Figure 1. Met4 routing (run 1).
Scale bar: 50 µm.
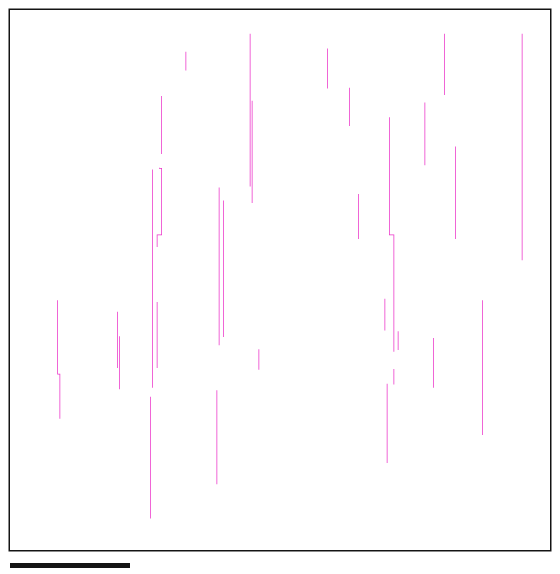
Figure 2. Congestion heat map (run 1).
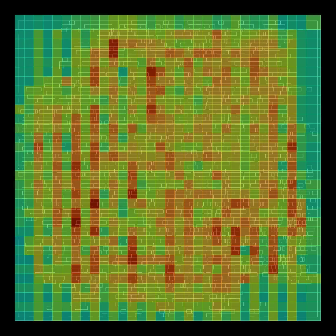
Figure 3. Register map, names as in the netlist (run 1).
Scale bar: 50 µm. Other sequential cells in the stronger gray, the rest of the logic in the fainter gray.
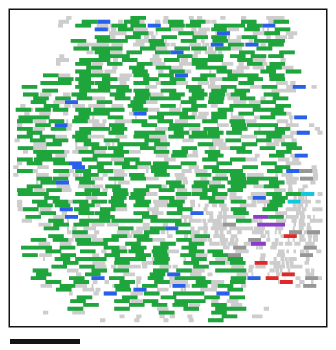
Design audio_out_scheduler_flat, sky130hd; sources not shown.
==> notes.md, run 1 <==
Figures from the implementation reports.

- According to the CTS report, the clock sink count is approximately 570.
- The path length in cells of the critical path is 4.
- Per the placement log, port buffering inserted about 80 buffers.
- The final-report hold violation count reads 0.
- Entering global routing, the biggest net connects roughly 57 pins.
- On the worst setup and hold paths after CTS, the clock-pin slew comes to 0.06 ns.
- After routing the design area is approximately 26000 µm².
- The peak ir drop on the vdd network is about 0.00046 V.
- Detailed-route iteration 0 reported a violation count of ~860.
- The flow ran to the end, and the final reports show no timing, DRC or antenna violations.
- Hold is met by 0.295 ns.
- The detailed-route vias per instance is between 5 and 6.
- The power density over the cells reads 677 nW/µm².
- The critical path maximum fanout is 8.
- Summing every instance area after synthesis gives 21900 µm².
- The clock buffer count from CTS reads slightly below 60.
- The initial antenna violation count is 0.
- The final antenna diode tally reported by the flow is 0.
- The first global-routing pass estimated 68700 µm of wire.
- The path class of the lowest-slack min-delay path is flop to flop.
- The total area inside the core boundary comes to between 40000 and 50000 µm².
- The placed instance count reads ~1700.
- The wire length on met1 is 19300 µm.
- The kind of cell adding the most delay to the critical path reads buffers and inverters.
- The biggest combinational cell group after synthesis is multiplexers.
- The compound-gate portion of the synthesized area is between 2 and 2.5%.
- The number of flip-flops and latches reads 567.
- The most frequent logic cell in the layout reads sky130_fd_sc_hd__edfxtp_1.
- In the final report, the number of pins over their slew limit comes to 0.
- The maximum number of buffers from clock root to sink is 3.
- The required arrival time at the worst endpoint is around 2.8 ns.
- Measured on the finished design, the core utilization comes to between 50% and 60%.
- The count of buffering cells on the critical path with inverters included reads 3.
- The post-cts resize count reads 0.
- The most used flip-flop cell after synthesis is sky130_fd_sc_hd__edfxtp_1.
- The fraction of final layout cells with drive strength greater than 1 is a little under a quarter.
- The data arrival time of the worst path reads between 2 and 2.5 ns.
- The global-route met1 utilization reads between 20% and 30%.
- The number of different library cells used by synthesis comes to about 44.
- The clock root buffer is sky130_fd_sc_hd__clkbuf_16.
- The y dimension of the die reads approximately 220 µm.
- The number of clock buffers in the layout is roughly 85.
- Summing all multiplexer cells gives an area fraction of ~16%.
- The count of plain and timing-repair buffers in the layout reads around 120.
About Figure 1:
main direction: vertical
nets with wire on the layer: 9
wire length on this layer: 1070 µm
total wire length after detailed routing: 45100 µm
vias after detailed routing: 10196

About Figure 2:
drt wl/cell: 25.0 µm
met2 track demand over resource in global routing: 31.2%
total routing resource utilization after global routing: 18.5%
GR Layer Usage met3: 2.78%

About Figure 3:
legend:
  green:
    netlist_name: u_core.mem_q
    flops: 512
    where: spread over the die
  purple:
    netlist_name: u_core.rd_ptr_q
    flops: 4
  cyan:
    netlist_name: u_core.state_q
    flops: 2
  red:
    netlist_name: u_core.level
    flops: 5
    where: lower right
  blue:
    netlist_name: u_core.bus.i2s_data
    flops: 32
    where: spread over the die
fraction of area in registers: 65.5%
sequential group power: 7.61 mW
Storage cell area: 16800 µm²

==> run 1 -> run 2 <==
- PLACE_DENSITY: 0.59 -> 0.61
- clock period: 4 -> 2.95 ns (I/O delays scaled with it)
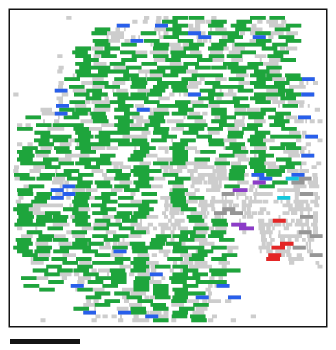
Figure 4: run 2, register map, names as in the netlist.
Scale bar: 50 µm. Other sequential cells in the stronger gray, the rest of the logic in the fainter gray.
legend:
  purple:
    netlist_name: u_core.rd_ptr_q
    flops: 4
  green:
    netlist_name: u_core.mem_q
    flops: 512
    where: spread over the die
  cyan:
    netlist_name: u_core.state_q
    flops: 2
  red:
    netlist_name: u_core.level
    flops: 5
    where: lower right
  blue:
    netlist_name: u_core.bus.i2s_data
    flops: 32
    where: spread over the die
not colored: 12
utilization after layout: 54.3%
Storage cell area: 16800 µm²
fraction of area in registers: 64.5%
sequential group power: 10.2 mW

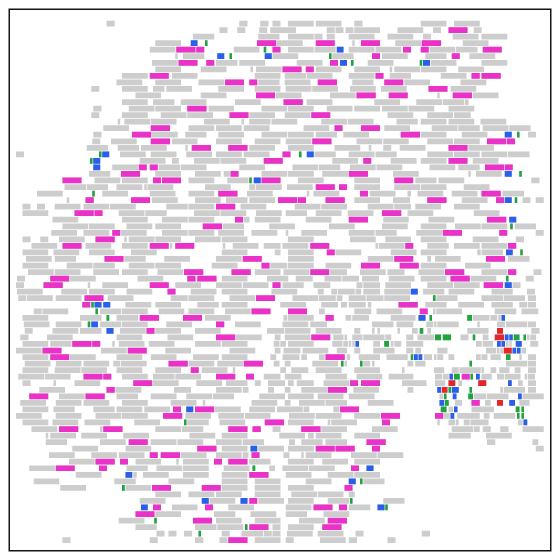
Figure 5: run 2, gate-type map.
legend:
  magenta:
    family: multiplexers
    cells: 195
    most_used: mux4_2
    where: spread over the die
  green:
    family: NAND gates
    cells: 57
    most_used: nand2_1
    where: spread over the die
  red:
    family: AND-OR and OR-AND gates
    cells: 7
    most_used: o21a_1
  blue:
    family: inverting AOI/OAI gates
    cells: 55
    most_used: o221ai_1
    where: spread over the die
fraction of area in multi-input gates: 18.7%
most frequently placed logic cell in the final layout: sky130_fd_sc_hd__edfxtp_1

==> run 2 against run 1 <==
Combinational power is 52% higher; worst setup slack worse by 0.56 ns; non-clock buffer count is 37 higher; sequential share of layout area is 0.97 points lower; clock power is 25% higher; critical endpoint unchanged; via count up 3.3%; critical path depth rose by 1.
==> notes.md, run 2 <==
Figures from the implementation reports.

- Status: finished, final reports clean (unchanged).
- The estimated wirelength of the detail-placed design reads 28000 µm (was 25600 µm).
- The wire length on met1 is 21100 µm (was 19300 µm).
- The number of input and output port buffers inserted is 80 (unchanged).
- Setup repair after global routing missed its margin: false (unchanged).
- In the finished design, the share of the clock period the worst path needs comes to roughly 94%.
- The aggregate negative setup slack was 0 ns (unchanged).
- The post-CTS setup repair buffer count is 0 (unchanged).
- The met2 layer usage reported by global route is 30.8% (was 31.2%).
- The CTS sink count reads 567 (unchanged).
- The total routed wirelength reads 47300 µm (was 45100 µm).
- The amount of wire on met3 after detailed routing is 2470 µm (was 1900 µm).
- The total power came to 23.5 mW (was 17.3 mW).
- The peak ir drop on the vdd network was 0.000442 V (was 0.000461 V).
- The kind of cell adding the most delay to the critical path is buffers and inverters (unchanged).
- The mux share of post-synthesis cell area is 16.2% (unchanged).
- The count of antenna diodes in the layout is 0 (unchanged).
- The routed length on met2 is 23000 µm (was 22800 µm).
- The leakage power summed over all cells reads 8.53 nW (was 8.38 nW).
- The multi-input combinational cell count is 386 (unchanged).
- The time the final worst path needs with I/O delays and setup is about 2.8 ns.
- The most frequent cell on the critical path reads sky130_fd_sc_hd__inv_1 (unchanged).
- The highest attainable clock frequency is between 0.3 and 0.4 GHz.
- The net count reported at finish is 1230 (was 1194).
- The number of filler instances in the final layout was 3645 (was 3726).
- The number of non-clock inverters in the layout is 9 (unchanged).
- The first-pass GRT wire length reads 70700 µm (was 68700 µm).
- The post-synthesis instance area reads 21900 µm² (unchanged).
- The required arrival time at the worst endpoint is 2.01 ns (was 2.80 ns).
- The total routing resource utilization after global routing is 19.3% (was 18.5%).
- The final cell area excluding filler cells reads 26000 µm² (was 25600 µm²).
- The number of storage elements in the synthesis netlist is 567 (unchanged).
- The detailed-route vias per instance reads 5.74 (was 5.65).
- The final-report hold violation count reads 0 (unchanged).
- The number of routed nets with antenna violations reads 0 (unchanged).
- The routing usage on met3 was 2.94% (was 2.78%).
- The power density over the cells is 904 nW/µm² (was 677 nW/µm²).
- The number of well taps is 615 (unchanged).
- The worst-case hold slack reads 0.287 ns (was 0.295 ns).
- The clock-pin transition on the worst setup and hold timing paths came to 0.06 ns (about the same).
- The post-synthesis cell type with the largest instance count is sky130_fd_sc_hd__edfxtp_1 (unchanged).
- The power in the clock group is 6.72 mW (was 5.39 mW).
- The xor and xnor area share after synthesis was 0.360% (unchanged).
- The largest net degree at the start of global routing was 37 (was 57).
- The combinational share of power was 28.1% (was 25.0%).
- The maximum number of buffers from clock root to sink was 3 (unchanged).
- The main flop type is sky130_fd_sc_hd__edfxtp_1 (unchanged).
- The number of flip-flops and latches was 567 (unchanged).
- The measured slew at the worst slew-check pin reads 0.727 ns (was 0.942 ns).
- The initial antenna violation count is 1 (was 0).
- The cell class ranked first by area reads registers (unchanged).
- The count of routing violations after the opening detailed-route iteration is 891 (was 857).
- The number of clock buffers in the layout came to 70 (was 85).
- The fraction of final layout cells with drive strength greater than 1 reads 25.1% (was 23.5%).
- The path class of the lowest-slack min-delay path is flop to flop (unchanged).
- The startpoint type of the worst setup path is a flop (unchanged).
- The source-to-sink clock delay at the later pin of the worst-skew pair reads 0.61 ns (was 0.60 ns).
- The internal power contribution reads 16.7 mW (was 12.5 mW).
- The placed instance count is 1732 (was 1696).
- The placeable core region is 47800 µm² (unchanged).
- The post-cts resize count reads 1 (was 0).
- The number of placement rows is 80 (unchanged).
- The number of global-route vias before repair is 10797 (was 10763).
- The biggest combinational cell group after synthesis was multiplexers (unchanged).
- The data arrival time of the worst path reads 1.85 ns (was 2.07 ns).
- The average detailed-routed wire length per instance was 25.8 µm (was 25.0 µm).
- The y dimension of the die is 225 µm (unchanged).
- The tally of unique sky130hd cells used after synthesis reads 44 (unchanged).
- The final weighted congestion in routability-driven placement reads 0.765 (was 0.705).
- The clock root buffer was sky130_fd_sc_hd__clkbuf_16 (unchanged).
- The non-filler instance count after layout is 1835 (was 1804).
- The area of combinational cells with multiple inputs reads 4850 µm² (was 4830 µm²).
- The count of plain and timing-repair buffers in the layout was 156 (was 119).
- The count of buffering cells on the critical path with inverters included came to 4 (was 3).
- The path length in cells of the critical path is 5 (was 4).
- The max-slew violation count is 0 (unchanged).
- The largest fanout of any net on the critical path reads 7 (was 8).
- The top routing layer in use was met4 (unchanged).
- The share of the yosys chip area belonging to registers is 76.5% (unchanged).
- The proportion of total power due to net switching reads 28.9% (was 28.2%).
- The number of vias after detailed routing was 10531 (was 10196).
- The total nets after synthesis is 1068 (unchanged).
- The global-route met1 utilization reads 28.2% (was 25.0%).
- The compound-gate portion of the synthesized area is 2.14% (unchanged).
- The effective utilization at floorplan was 45.8% (unchanged).
- The clock buffer count from CTS reads 57 (was 58).
- The part of the power in registers reads 43.3% (was 43.9%).
- The first-pass iteration count of the detailed router is 5 (unchanged).
Power is estimated from default activity; no workload was simulated.
